### config.mk
export PLATFORM = sky130hd
export DESIGN_NAME = ram_fifo_ctrl_flat
export DESIGN_NICKNAME = d
export VERILOG_FILES = /design/src/rtl/ram_fifo_ctrl_if.sv /design/src/rtl/ram_fifo_ctrl.sv /design/src/flat_wrapper.sv
export SDC_FILE = /design/constraint.sdc
export NUM_CORES = 1
export LEC_CHECK = 0
export CAP_MARGIN = 20
export CORE_MARGIN = 4
export CORE_UTILIZATION = 41
export CTS_BUF_LIST = sky130_fd_sc_hd__clkbuf_4
export DETAILED_ROUTE_END_ITERATION = 8
export HOLD_SLACK_MARGIN = 0.15
export PLACE_DENSITY_LB_ADDON = 0.2
export SKIP_LAST_GASP = 1
export SLEW_MARGIN = 20
export SYNTH_ARGS = -nofsm -noshare
export SYNTH_HDL_FRONTEND = slang
export SYNTH_SLANG_ARGS = --single-unit
### constraint.sdc
create_clock -name clk -period 2.8 [get_ports clk]
set_clock_uncertainty 0.1 [all_clocks]
set_input_delay 0.28 -clock clk [delete_from_list [all_inputs] [get_ports clk]]
set_output_delay 0.28 -clock clk [all_outputs]
set_load 0.03 [all_outputs]
### src/rtl/ram_fifo_ctrl_if.sv
`default_nettype none
// ============================================================================
//  Module      : ram_fifo_ctrl_if
//  Description : Bundle of the FIFO request/response signals and the
//                dual-port RAM command signals used by ram_fifo_ctrl.
//                The slave modport is the controller; the master modport is
//                the surrounding producer/consumer plus the external RAM.
//                Optional macro RAM_FIFO_ALMOST_EN adds almost_full/almost_empty.
//  Revision    : 1.0 - initial release
// ============================================================================
interface ram_fifo_ctrl_if #(
    parameter int ADDR_WIDTH = 4,
    parameter int DATA_WIDTH = 8
);
    logic                  push;
    logic [DATA_WIDTH-1:0] push_data;
    logic                  pop;
    logic [DATA_WIDTH-1:0] pop_data;
    logic                  pop_valid;
    logic                  full;
    logic                  empty;
    logic [ADDR_WIDTH:0]   count;
    logic                  overflow;
    logic                  underflow;
    logic                  wr_enb;
    logic [ADDR_WIDTH-1:0] wr_addr;
    logic [DATA_WIDTH-1:0] wr_data;
    logic                  rd_enb;
    logic [ADDR_WIDTH-1:0] rd_addr;
    logic [DATA_WIDTH-1:0] rd_data;
`ifdef RAM_FIFO_ALMOST_EN
    logic                  almost_full;
    logic                  almost_empty;
`endif

    modport slave (
`ifdef RAM_FIFO_ALMOST_EN
        output almost_full, almost_empty,
`endif
        input  push, push_data, pop, rd_data,
        output pop_data, pop_valid, full, empty, count, overflow, underflow,
        output wr_enb, wr_addr, wr_data, rd_enb, rd_addr
    );

    modport master (
`ifdef RAM_FIFO_ALMOST_EN
        input  almost_full, almost_empty,
`endif
        output push, push_data, pop, rd_data,
        input  pop_data, pop_valid, full, empty, count, overflow, underflow,
        input  wr_enb, wr_addr, wr_data, rd_enb, rd_addr
    );
endinterface
`default_nettype wire

### src/rtl/ram_fifo_ctrl.sv
`default_nettype none
// ============================================================================
//  Module      : ram_fifo_ctrl
//  Description : FIFO control stage in front of an external dual-port RAM
//                (registered write, registered read, 1-cycle read latency).
//                Turns push/pop requests into registered RAM write/read
//                commands, tracks pointers and occupancy, and returns read
//                data with a valid strobe two cycles after a pop accept.
//                Optional macro RAM_FIFO_ALMOST_EN adds almost_full/almost_empty.
//  Revision    : 1.0 - initial release
// ============================================================================
module ram_fifo_ctrl #(
    parameter int ADDR_WIDTH = 4,
    parameter int DATA_WIDTH = 8
`ifdef RAM_FIFO_ALMOST_EN
    ,
    parameter int AF_THRESH  = 2**ADDR_WIDTH - 2,
    parameter int AE_THRESH  = 2
`endif
) (
    input  logic              clk,
    input  logic              rst,     // synchronous, active-low
    ram_fifo_ctrl_if.slave    bus
);

    localparam logic [ADDR_WIDTH:0]   c_DEPTH   = {1'b1, {ADDR_WIDTH{1'b0}}};
    localparam logic [ADDR_WIDTH:0]   c_CNT_ONE = {{ADDR_WIDTH{1'b0}}, 1'b1};
    localparam logic [ADDR_WIDTH-1:0] c_PTR_ONE = {{(ADDR_WIDTH-1){1'b0}}, 1'b1};

    logic [ADDR_WIDTH-1:0] wr_ptr_q,    wr_ptr_d;
    logic [ADDR_WIDTH-1:0] rd_ptr_q,    rd_ptr_d;
    logic [ADDR_WIDTH:0]   count_q,     count_d;
    logic                  wr_enb_q,    wr_enb_d;
    logic [ADDR_WIDTH-1:0] wr_addr_q,   wr_addr_d;
    logic [DATA_WIDTH-1:0] wr_data_q,   wr_data_d;
    logic                  rd_enb_q,    rd_enb_d;
    logic [ADDR_WIDTH-1:0] rd_addr_q,   rd_addr_d;
    logic                  pop_valid_q, pop_valid_d;
    logic                  overflow_q,  overflow_d;
    logic                  underflow_q, underflow_d;

    logic w_full;
    logic w_empty;
    logic w_push_acc;
    logic w_pop_acc;

    // Status flags come straight from the registered occupancy.
    assign w_full     = (count_q == c_DEPTH);
    assign w_empty    = (count_q == '0);
    assign w_push_acc = bus.push & ~w_full;
    assign w_pop_acc  = bus.pop  & ~w_empty;

    // Next-state: RAM commands, pointers, occupancy and sticky error flags.
    always_comb begin
        wr_ptr_d    = wr_ptr_q;
        rd_ptr_d    = rd_ptr_q;
        count_d     = count_q;
        wr_enb_d    = w_push_acc;
        wr_addr_d   = wr_addr_q;
        wr_data_d   = wr_data_q;
        rd_enb_d    = w_pop_acc;
        rd_addr_d   = rd_addr_q;
        // RAM answers the cycle after rd_enb is sampled, so valid trails rd_enb by one.
        pop_valid_d = rd_enb_q;
        overflow_d  = overflow_q  | (bus.push & w_full);
        underflow_d = underflow_q | (bus.pop  & w_empty);

        if (w_push_acc) begin
            wr_addr_d = wr_ptr_q;
            wr_data_d = bus.push_data;
            wr_ptr_d  = wr_ptr_q + c_PTR_ONE;   // natural wrap at depth
        end

        if (w_pop_acc) begin
            rd_addr_d = rd_ptr_q;
            rd_ptr_d  = rd_ptr_q + c_PTR_ONE;
        end

        case ({w_push_acc, w_pop_acc})
            2'b10:   count_d = count_q + c_CNT_ONE;
            2'b01:   count_d = count_q - c_CNT_ONE;
            default: count_d = count_q;
        endcase
    end

    // State register; reset also drops any read that is still in flight.
    always_ff @(posedge clk) begin
        if (!rst) begin
            wr_ptr_q    <= '0;
            rd_ptr_q    <= '0;
            count_q     <= '0;
            wr_enb_q    <= 1'b0;
            wr_addr_q   <= '0;
            wr_data_q   <= '0;
            rd_enb_q    <= 1'b0;
            rd_addr_q   <= '0;
            pop_valid_q <= 1'b0;
            overflow_q  <= 1'b0;
            underflow_q <= 1'b0;
        end else begin
            wr_ptr_q    <= wr_ptr_d;
            rd_ptr_q    <= rd_ptr_d;
            count_q     <= count_d;
            wr_enb_q    <= wr_enb_d;
            wr_addr_q   <= wr_addr_d;
            wr_data_q   <= wr_data_d;
            rd_enb_q    <= rd_enb_d;
            rd_addr_q   <= rd_addr_d;
            pop_valid_q <= pop_valid_d;
            overflow_q  <= overflow_d;
            underflow_q <= underflow_d;
        end
    end

    assign bus.pop_data  = bus.rd_data;
    assign bus.pop_valid = pop_valid_q;
    assign bus.full      = w_full;
    assign bus.empty     = w_empty;
    assign bus.count     = count_q;
    assign bus.overflow  = overflow_q;
    assign bus.underflow = underflow_q;
    assign bus.wr_enb    = wr_enb_q;
    assign bus.wr_addr   = wr_addr_q;
    assign bus.wr_data   = wr_data_q;
    assign bus.rd_enb    = rd_enb_q;
    assign bus.rd_addr   = rd_addr_q;

`ifdef RAM_FIFO_ALMOST_EN
    localparam logic [ADDR_WIDTH:0] c_AF = (ADDR_WIDTH+1)'(AF_THRESH);
    localparam logic [ADDR_WIDTH:0] c_AE = (ADDR_WIDTH+1)'(AE_THRESH);

    assign bus.almost_full  = (count_q >= c_AF);
    assign bus.almost_empty = (count_q <= c_AE);
`endif

endmodule
`default_nettype wire

### src/flat_wrapper.sv
// flat-port wrapper written by rule: the top's interface ports become plain ports
module ram_fifo_ctrl_flat 
#(
    parameter int ADDR_WIDTH = 4,
    parameter int DATA_WIDTH = 8

)
  (clk, rst, bus_push, bus_push_data, bus_pop, bus_rd_data, bus_pop_data, bus_pop_valid, bus_full, bus_empty, bus_count, bus_overflow, bus_underflow, bus_wr_enb, bus_wr_addr, bus_wr_data, bus_rd_enb, bus_rd_addr);
  ram_fifo_ctrl_if #(.ADDR_WIDTH(ADDR_WIDTH), .DATA_WIDTH(DATA_WIDTH)) bus_i ();
  input  logic clk;
  input  logic rst;
  input wire logic [$bits(bus_i.push)-1:0] bus_push;
  input wire logic [$bits(bus_i.push_data)-1:0] bus_push_data;
  input wire logic [$bits(bus_i.pop)-1:0] bus_pop;
  input wire logic [$bits(bus_i.rd_data)-1:0] bus_rd_data;
  output wire logic [$bits(bus_i.pop_data)-1:0] bus_pop_data;
  output wire logic [$bits(bus_i.pop_valid)-1:0] bus_pop_valid;
  output wire logic [$bits(bus_i.full)-1:0] bus_full;
  output wire logic [$bits(bus_i.empty)-1:0] bus_empty;
  output wire logic [$bits(bus_i.count)-1:0] bus_count;
  output wire logic [$bits(bus_i.overflow)-1:0] bus_overflow;
  output wire logic [$bits(bus_i.underflow)-1:0] bus_underflow;
  output wire logic [$bits(bus_i.wr_enb)-1:0] bus_wr_enb;
  output wire logic [$bits(bus_i.wr_addr)-1:0] bus_wr_addr;
  output wire logic [$bits(bus_i.wr_data)-1:0] bus_wr_data;
  output wire logic [$bits(bus_i.rd_enb)-1:0] bus_rd_enb;
  output wire logic [$bits(bus_i.rd_addr)-1:0] bus_rd_addr;
  assign bus_i.push = bus_push;
  assign bus_i.push_data = bus_push_data;
  assign bus_i.pop = bus_pop;
  assign bus_i.rd_data = bus_rd_data;
  assign bus_pop_data = bus_i.pop_data;
  assign bus_pop_valid = bus_i.pop_valid;
  assign bus_full = bus_i.full;
  assign bus_empty = bus_i.empty;
  assign bus_count = bus_i.count;
  assign bus_overflow = bus_i.overflow;
  assign bus_underflow = bus_i.underflow;
  assign bus_wr_enb = bus_i.wr_enb;
  assign bus_wr_addr = bus_i.wr_addr;
  assign bus_wr_data = bus_i.wr_data;
  assign bus_rd_enb = bus_i.rd_enb;
  assign bus_rd_addr = bus_i.rd_addr;
  ram_fifo_ctrl #(.ADDR_WIDTH(ADDR_WIDTH), .DATA_WIDTH(DATA_WIDTH)) u_core (.clk(clk), .rst(rst), .bus(bus_i));
endmodule
run_1/met3.png
Scale bar: 20 µm. Cells faint in the background.
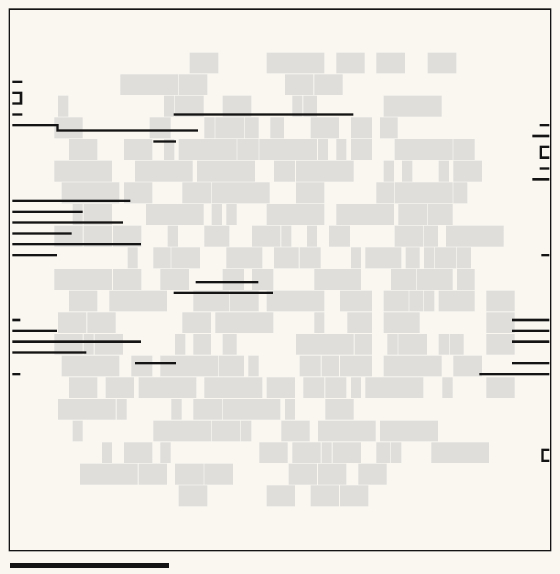
main direction: horizontal
longest straight run: 22.3 µm
nets with wire on the layer: 25
met3 Track Usage GR: 8.21%
final wirelength: 3030 µm

run_1/met1.png
Scale bar: 20 µm. Supply wires on this layer in grey.
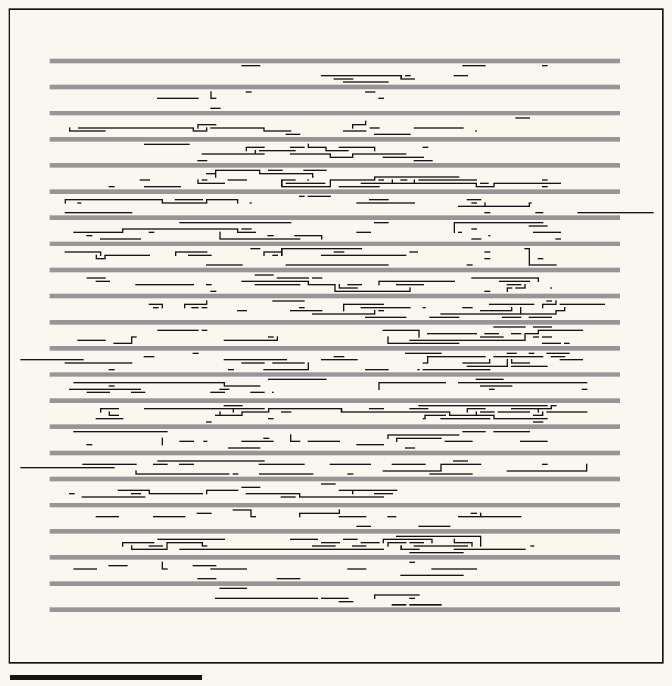
nets with wire on the layer: 181
main direction: horizontal
longest straight run: 21.2 µm

==> reports/results.tsv, run 1 <==
metric	value	unit
internal-power	1.06	mW
cts_tree	done	
fmax	0.388	GHz
chipArea	4600	µm²
synthXorXnorAreaFrac	2.98	%
drt_iter0_drc	87	
synth_dominant_cell_count	dfxtp_1	
port_buffers	39	
yosys_area	1470	µm²
num_rows	21	
crit_required	2.97	ns
crit_start	u_core.bus.count[0]	
vdd_drop_max	0.000376	V
clock-sinks	34	
drcViolationCount	0	
dp_slack	0.234	ns
adder_share	6.47	%
wire_per_inst	13.2	µm
hold_viol_final	0	
cts_buffers	5	
largest_register_ffs	8	
yosysUniqueCellTypes	30	
wl_met1	1230	µm
switchingPower	703	µW
synth_cells	149	
nets	210	
worst_pin_slew	0.387	ns
ys_cells	149	
crit_fanout	6	
initial_utilization	43.3	%
worstSkewPairLatency	0.33	ns
grt_setup_unrepaired	false	
diodes	0	
top_area_share	46.3	%
drive_gt1_share	8.20	%
warning_count	26	
start_kind	register	
first_pass_iters	2	
grt.busiest_layer	met2	
final_util	56.2	%
ys.flop_type	dfxtp_1	
met1_usage	16.6	%
ys_seq_share	46.3	%
reg2reg_depth	9	
leakagePower	0.838	nW
top_power_group	combinational cells	
met2_length	1520	µm
whs	0.385	ns
finalMaxSlewViolations	0	
cp.arrival	2.75	ns
synth.logic.top_family	simple AND/OR/NAND/NOR gates	
yosys.area.top_type	dfxtp_1	
core_area	3390	µm²
grt_pass1_vias	1181	
switching_share	39.8	%
die_w	67.9	µm
ys.flops	34	
grt_first_pass_wirelength	5310	µm
combinationalPower	848	µW
end_kind	register	
post_synth.cell_area_avg	9.86	µm²
p_total	1.76	mW
rrSetupSlack	0.22	ns
status	complete, no violations	
hp-class	register to register	
seqPwrFrac	36.8	%
fin_setup_tns	0	ns
met2_usage	26.4	%
slowest_stage	or4_4	
crit_cells	9	
area_growth	29.6	%
seq_area	681	µm²
edf_count	0	
yosys.area_share.aoi	7.33	%
viasPerCell	4.93	
common_cells	34 x dfxtp_1, 31 x nor2_1, 21 x mux2i_1	
setup_ws	0.222	ns
hold_buffers	0	
via_count	1128	
ant_nets	0	
pwr-share-comb	48.1	%
place_congestion	0.782	
hpwlAfterDp	2240	µm
path_cells	or4_4 > o21ai_4 > inv_1 > ha_1 > ha_1 > a21oi_1 > nand2_1 > a21oi_1 > mux2i_1	
p_clk	266	µW
cts-root-buf	clkbuf_4	
antenna_found_initial	0	
powerDensity	926	nW/µm²
crit_type	register to register	
post_cts_resized	0	
synth-simple-area-share	15.6	%
clockPowerShare	15.1	%
period_needed	2.58	ns
overflow	0	
yosysWarnings	0	
reg2reg_to	u_core.bus.count[4]	
dr.max_layer_used	met4	
cpLargestDelayFamily	simple AND/OR/NAND/NOR gates	
cp-endpoint	u_core.bus.count[4]	
dpl_cell_area	1850	µm²
ys_async_sr_fraction	0	%
r2r_start	u_core.bus.count[0]	
dp.cells	222	
netlist_area	1470	µm²
pg_seq	650	µW
die_y	67.9	µm
synthTopCellsByArea	dfxtp_1 46%, mux2i_1 14%, nor2_1 7.9%	
setup_viol	0	
htreeDepth	2	
worst_path_largest_cell_delay	0.59	ns
wl_met3	212	µm
grt_max_degree	30	
clk_pin_slew_worst_paths	0.10	ns
post-cts-setup-buffers	0	
synthesis.nets	176	
fill_cells	339	
track_usage	15.8	%
drv_cap	0	
period_used_share	92.1	%
fin_area	1900	µm²
cts_buffer_depth	2	
worstPathBufferInverterCount	1	
relSlewSlack	73.9	%
io_pins	56	
logic_area	689	µm²
ys_sh_mux	14.3	%
lay_top_cells	39 x clkdlybuf4s50_1, 34 x dfxtp_1, 31 x nor2_1	
run_1/gate_families.png
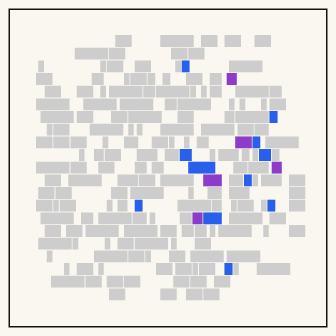
[purple] AND and OR gates | cells: 5 | most used: and2_1
[blue] inverting AOI/OAI gates | cells: 11 | most used: a21oi_1
combinational share of cell area: 36.2%
Final Non-Filler Cells: 229
most frequent logic cell in the layout: clkdlybuf4s50_1

[run 1: area by class of cell]
cell class              instances  share of cell area [%]
multi-input cells              97                    36.2
flip-flops and latches         34                    35.7
repair buffers                 42                    21.7
well taps                      46                    3.02
clock buffers                   7                    2.76
inverters                       3                   0.591
[run 1: how the worst min path moves through the flow]
stage | from | endpoint | slack [ns] | cells after the start
floorplan | bus_push | u_core.bus.overflow | 0.32 | 2
global placement | u_core.bus.rd_enb | u_core.bus.pop_valid | 0.35 | 1
detailed placement | u_core.bus.overflow | u_core.bus.overflow | 0.36 | 2
CTS | u_core.wr_ptr_q[3] | u_core.wr_ptr_q[3] | 0.39 | 2
global route | u_core.bus.wr_addr[2] | u_core.bus.wr_addr[2] | 0.43 | 2
finish | u_core.bus.rd_enb | u_core.bus.pop_valid | 0.39 | 1
## Run 2: what changed since run 1
Settings changed: CORE_UTILIZATION 41 to 39, CTS_BUF_LIST sky130_fd_sc_hd__clkbuf_4 to unset.
==> reports/results.tsv, run 2 <==
metric	value	unit	change
synthTopCellsByArea	dfxtp_1 46%, mux2i_1 14%, nor2_1 7.9%		unchanged
seqPwrFrac	34.5	%	was 36.8%
worstSkewPairLatency	0.28	ns	was 0.33 ns
clockPowerShare	19.1	%	was 15.1%
setup_viol	0		unchanged
r2r_start	u_core.bus.count[0]		unchanged
min_path_cells	2		was 1
sh_comb_area	36.3	%	was 36.2%
post-cts-setup-buffers	0		unchanged
whs	0.374	ns	was 0.385 ns
core_area	3660	µm²	was 3390 µm²
buf_share	20.9	%	was 21.7%
drt_iter0_drc	43		was 87
yosysWarnings	0		unchanged
layout_top_cell	clkdlybuf4s50_1		unchanged
pg_seq	657	µW	was 650 µW
synth-simple-area-share	15.6	%	unchanged
netlist_area	1470	µm²	unchanged
start_kind	register		unchanged
crit_type	register to register		unchanged
ys_cells	149		unchanged
seq_share	34.5	%	was 35.7%
clock_buffers	7		unchanged
worst_pin_slew	0.428	ns	was 0.387 ns
fin_area	1970	µm²	was 1900 µm²
dpl_cell_area	1850	µm²	about the same
hp-class	register to register		unchanged
die_w	69.4	µm	was 67.9 µm
first_pass_iters	4		was 2
p_clk	365	µW	was 266 µW
top_area_share	46.3	%	unchanged
drive_gt1_share	9.78	%	was 8.20%
reg2reg_depth	9		unchanged
grt_pass1_vias	1146		was 1181
ant_nets	0		unchanged
yosys_area	1470	µm²	unchanged
io_pins	56		unchanged
setup_ws	0.236	ns	was 0.222 ns
fin_setup_tns	0	ns	unchanged
combinationalPower	886	µW	was 848 µW
synthesis.nets	176		unchanged
chipArea	4810	µm²	was 4600 µm²
logic_area	717	µm²	was 689 µm²
edf_count	0		unchanged
ys.flops	34		unchanged
drv_cap	0		unchanged
largestClassByArea	logic gates		unchanged
num-multi-input-gates	97		unchanged
crit_start	u_core.bus.count[0]		unchanged
powerDensity	967	nW/µm²	was 926 nW/µm²
crit_fanout	6		unchanged
cts-root-buf	clkbuf_8		was clkbuf_4
largest_register_ffs	8		unchanged
area_growth	34.3	%	was 29.6%
fmax	0.390	GHz	was 0.388 GHz
hpwlAfterDp	2150	µm	was 2240 µm
vdd_drop_max	0.000432	V	was 0.000376 V
viasPerCell	4.93		about the same
n_all_buffers	42		unchanged
seq_area	681	µm²	unchanged
p_total	1.91	mW	was 1.76 mW
cp-endpoint	u_core.bus.count[4]		unchanged
overflow	0		unchanged
cts_buffer_depth	2		unchanged
cts_tree	done		unchanged
post_cts_resized	0		unchanged
switching_share	38.5	%	was 39.8%
rrSetupSlack	0.24	ns	was 0.22 ns
dp_slack	0.195	ns	was 0.234 ns
lay_top_cells	39 x clkdlybuf4s50_1, 34 x dfxtp_1, 31 x nor2_1		unchanged
hold_viol_final	0		unchanged
status	complete, no violations		unchanged
wire_per_inst	12.8	µm	was 13.2 µm
num_rows	22		was 21
common_cells	34 x dfxtp_1, 31 x nor2_1, 21 x mux2i_1		unchanged
nets	210		unchanged
seq_cell_count	34		unchanged
synth_dominant_cell_count	dfxtp_1		unchanged
final_util	53.9	%	was 56.2%
end_kind	register		unchanged
antenna_found_initial	0		unchanged
internal-power	1.17	mW	was 1.06 mW
period_used_share	91.6	%	was 92.1%
initial_utilization	40.1	%	was 43.3%
yosys.area_share.aoi	7.33	%	unchanged
grt_max_degree	20		was 30
clk_pin_slew_worst_paths	0.07	ns	was 0.10 ns
clock-sinks	34		unchanged
top_power_group	combinational cells		unchanged
ys_seq_share	46.3	%	unchanged
ys.flop_type	dfxtp_1		unchanged
relSlewSlack	71.2	%	was 73.9%
track_usage	13.0	%	was 15.8%
final_cells	232		was 229
grt_setup_unrepaired	false		unchanged
ys_async_sr_fraction	0	%	unchanged
grt_first_pass_wirelength	5090	µm	was 5310 µm
yosys.area.top_type	dfxtp_1		unchanged
synth.logic.top_family	simple AND/OR/NAND/NOR gates		unchanged
cts_buffers	5		unchanged
warning_count	26		unchanged
switchingPower	735	µW	was 703 µW
period_needed	2.56	ns	was 2.58 ns
clk_share	4.63	%	was 2.76%
crit_required	2.91	ns	was 2.97 ns
adder_share	6.47	%	unchanged
fill_cells	339		unchanged
post_synth.cell_area_avg	9.86	µm²	unchanged
ys_sh_mux	14.3	%	unchanged
die_y	69.4	µm	was 67.9 µm
nNonClkInverters	3		unchanged
diodes	0		unchanged
dp.cells	224		was 222
yosysUniqueCellTypes	30		unchanged
finalMaxSlewViolations	0		unchanged
hold_path_end	u_core.bus.underflow		was u_core.bus.pop_valid
synthXorXnorAreaFrac	2.98	%	unchanged
leakagePower	0.848	nW	was 0.838 nW
drcViolationCount	0		unchanged
pwr-share-comb	46.4	%	was 48.1%
reg2reg_to	u_core.bus.count[4]		unchanged
min_from	u_core.bus.underflow		was u_core.bus.rd_enb
cp.arrival	2.68	ns	was 2.75 ns
synth_cells	149		unchanged
## run 2: cell types whose count changed in the layout (fill, tap and decap cells not counted)
cell	previous run	this run
clkbuf_1	0	1
clkbuf_4	7	0
clkbuf_8	0	6
clkinv_2	0	1
ha_1	6	3
ha_2	0	1
ha_4	0	2
## run 2: routing by layer
layer / GRT usage [%] / vias to the layer above / part of all wire [%]
met2: 21.5 / 42 / 48
li1: - / 561 / -
met4: 5.42 / 0 / 1.5
met3: 5.36 / 8 / 6.5
met5: 0 / - / 0
met1: 14.7 / 532 / 44
## run 2: critical path: stages (launching register included)
cell and delay, ns:
dfxtp_1 0.38, or4_4 0.59, o21ai_4 0.14, inv_1 0.07, ha_2 0.24, fa_1 0.44
nand3_1 0.13, nand2_1 0.06, a21oi_1 0.16, mux2i_1 0.19
run_2/met2.png
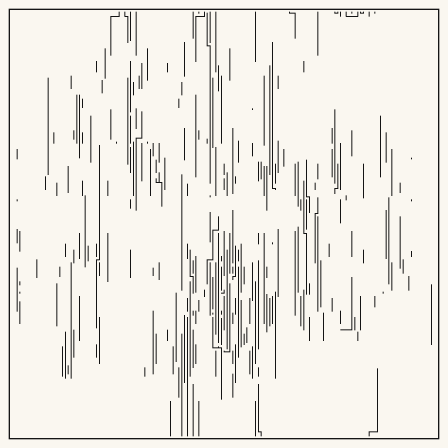
longest straight run: 23.6 µm
main direction: vertical
routed vias: 1143
routing usage on met2: 21.5%
final wirelength: 2960 µm

run_2/met1.png
Scale bar: 20 µm. Supply wires on this layer in grey.
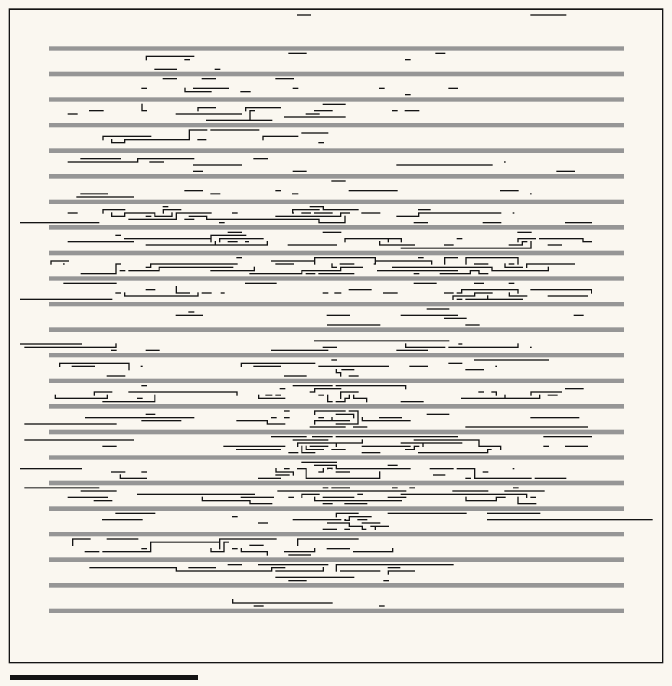
nets with wire on the layer: 183
share of all routed wire: 44%
longest straight run: 17.5 µm
wire length on this layer: 1300 µm
main direction: horizontal

run_2/met3.png
Scale bar: 20 µm. Cells faint in the background.
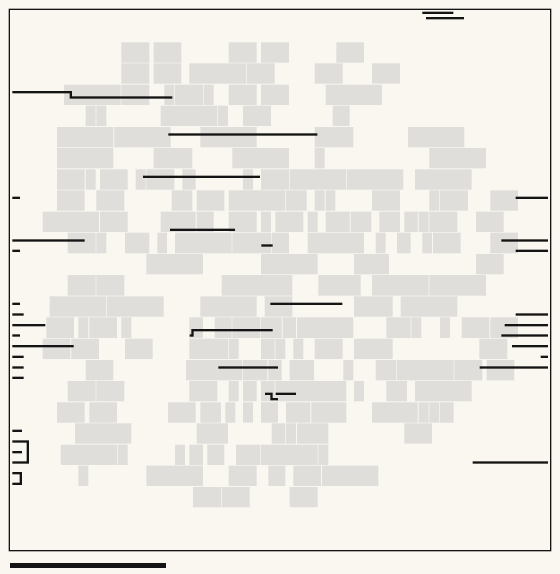
nets with wire on the layer: 32
longest straight run: 18.9 µm
share of all routed wire: 6.6%
wire length on this layer: 194 µm

## Run 3: what changed since run 2
Settings changed: ABC_AREA set to 1, CORE_UTILIZATION 39 to 40, SKIP_LAST_GASP 1 to unset.
==> reports/results.tsv, run 3 <==
metric	value	unit	change
status	complete, no violations		unchanged
nets	263		was 210
met2_length	1360	µm	was 1420 µm
buf_share	19.3	%	was 20.9%
fin_setup_tns	0	ns	unchanged
hold_buffers	0		unchanged
cp.arrival	2.45	ns	was 2.68 ns
grt_setup_unrepaired	false		unchanged
grt_max_degree	24		was 20
die_y	71.8	µm	was 69.4 µm
synthXorXnorAreaFrac	2.15	%	was 2.98%
rrSetupSlack	0.44	ns	was 0.24 ns
cts_buffer_depth	2		unchanged
seq_share	32.4	%	was 34.5%
synthesis.nets	228		was 176
final_util	55.2	%	was 53.9%
synth-simple-area-share	30.9	%	was 15.6%
path_cells	inv_1 > nand3_2 > nand2_2 > inv_2 > ha_1 > ha_1 > or2_2 > nand3b_1 > nand3_1 > nand2_1 > inv_1		was or4_4 > o21ai_4 > inv_1 > ha_2 > fa_1 > nand3_1 > nand2_1 > a21oi_1 > mux2i_1
relSlewSlack	68.1	%	was 71.2%
n_tap_cell	48		unchanged
crit_fanout	8		was 6
post_cts_resized	0		unchanged
cpLargestDelayFamily	simple AND/OR/NAND/NOR gates		unchanged
largestClassByArea	logic gates		unchanged
ant_nets	0		unchanged
fmax	0.424	GHz	was 0.390 GHz
htreeDepth	2		unchanged
clock-sinks	34		unchanged
powerDensity	1030	nW/µm²	was 967 nW/µm²
yosysWarnings	0		unchanged
met1_usage	17.1	%	was 14.7%
period_needed	2.36	ns	was 2.56 ns
synth_dominant_cell_count	nor2_1		was dfxtp_1
grt_pass1_vias	1237		was 1146
track_usage	13.2	%	was 13.0%
ys_cells	201		was 149
min_path_cells	2		unchanged
num-multi-input-gates	135		was 97
seqPwrFrac	32.6	%	was 34.5%
warning_count	26		unchanged
period_used_share	84.3	%	was 91.6%
wl_met1	1590	µm	was 1300 µm
cts_buffers	5		unchanged
wire_per_inst	11.4	µm	was 12.8 µm
p_total	2.17	mW	was 1.91 mW
setup_viol	0		unchanged
drive_gt1_share	15.6	%	was 9.78%
clock_buffers	8		was 7
start_kind	register		unchanged
chipArea	5160	µm²	was 4810 µm²
crit_type	register to register		unchanged
worst_pin_slew	0.478	ns	was 0.428 ns
vdd_drop_max	0.000675	V	was 0.000432 V
slowest_stage	dfxtp_1		was or4_4
fin_area	2100	µm²	was 1970 µm²
hold_path_end	u_core.bus.pop_valid		was u_core.bus.underflow
post_synth.cell_area_avg	8.11	µm²	was 9.86 µm²
seq_area	681	µm²	unchanged
top_area_share	41.7	%	was 46.3%
min_from	u_core.bus.rd_enb		was u_core.bus.underflow
grt_first_pass_wirelength	5460	µm	was 5090 µm
dpl_cell_area	1990	µm²	was 1850 µm²
clk_pin_slew_worst_paths	0.07	ns	about the same
ys_seq_share	41.7	%	was 46.3%
drcViolationCount	0		unchanged
dp.cells	277		was 224
viasPerCell	4.57		was 4.93
reg2reg_depth	11		was 9
common_cells	40 x nor2_1, 34 x dfxtp_1, 24 x nand2_1		was 34 x dfxtp_1, 31 x nor2_1, 21 x mux2i_1
hp-class	register to register		unchanged
synth.logic.top_family	simple AND/OR/NAND/NOR gates		unchanged
clk_share	5.25	%	was 4.63%
whs	0.335	ns	was 0.374 ns
hold_viol_final	0		unchanged
logic_area	766	µm²	was 717 µm²
finalMaxSlewViolations	0		unchanged
seq_cell_count	34		unchanged
lay_top_cells	40 x nor2_1, 39 x clkdlybuf4s50_1, 34 x dfxtp_1		was 39 x clkdlybuf4s50_1, 34 x dfxtp_1, 31 x nor2_1
setup_ws	0.440	ns	was 0.236 ns
yosys_area	1630	µm²	was 1470 µm²
yosysUniqueCellTypes	28		was 30
crit_required	2.89	ns	was 2.91 ns
dr.max_layer_used	met4		unchanged
ys.flop_type	dfxtp_1		unchanged
largest_register_ffs	8		unchanged
switchingPower	908	µW	was 735 µW
switching_share	41.9	%	was 38.5%
n_all_buffers	41		was 42
[run 3: cell types whose count changed in the layout (fill, tap and decap cells not counted), moves of 3 or more]
| cell | change |
|---|---|
| nor2_4 | +5 |
| nor2_1 | +9 |
| mux2i_1 | -21 |
| inv_1 | +14 |
| nand2_1 | +21 |
| o21ai_0 | +12 |
| ha_1 | +3 |
| nor2_2 | +10 |
| nand2_2 | +3 |
| o21ai_1 | +6 |
| nand3_1 | +6 |
[run 3: power by group through the flow]
stage / clock network (mW) / logic, mW / registers (mW)
2_1_floorplan: 0 / 0.597 / 0.878
3_3_place_gp: 0 / 1.05 / 0.716
3_5_place_dp: 0 / 1.05 / 0.718
4_1_cts: 0.429 / 1.06 / 0.708
5_1_grt: 0.455 / 1.15 / 0.730
6_report: 0.415 / 1.05 / 0.706
run_3/met2.png
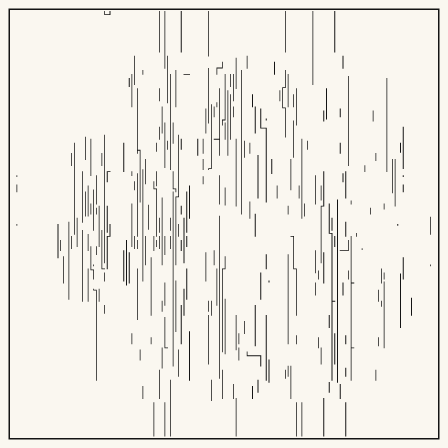
main direction: vertical
longest straight run: 30.6 µm
nets with wire on the layer: 186
routed vias: 1302
routing usage on met2: 19.7%
final wirelength: 3240 µm

run_3/gate_families.png
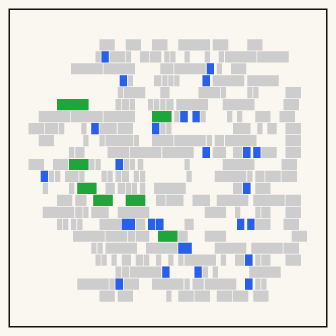
[blue] inverting AOI/OAI gates | cells: 25 | most used: o21ai_0
[green] adder and majority cells | cells: 7 | most used: ha_1
combinational share of cell area: 36.5%
Final Non-Filler Cells: 285
most frequent logic cell in the layout: nor2_1

run_3/met3.png
Scale bar: 20 µm. Cells faint in the background.
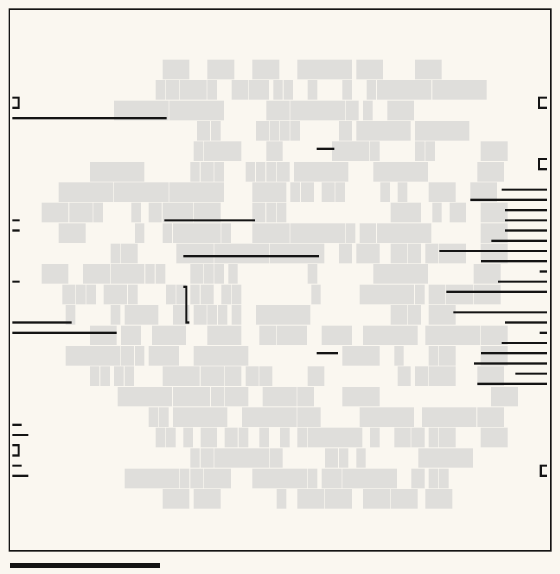
nets with wire on the layer: 33
longest straight run: 20.2 µm
wire length on this layer: 239 µm


==> screenshots <==
Clock nets.
image #1
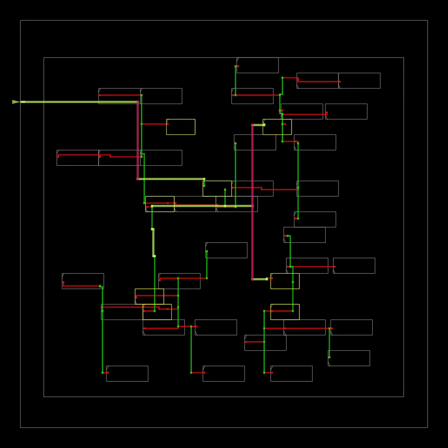
image #2
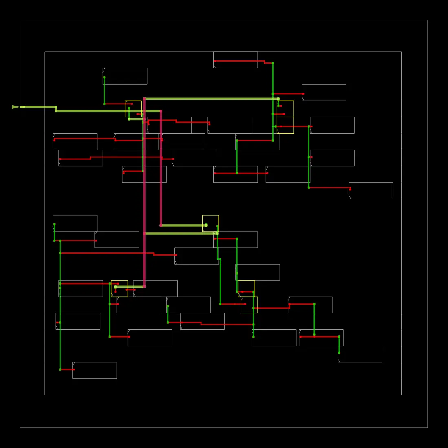
image #3
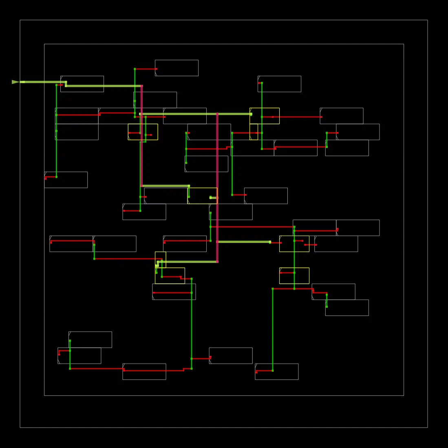
image #1: run 3
image #2: run 1
image #3: run 2

Power and IR drop assume default switching activity.
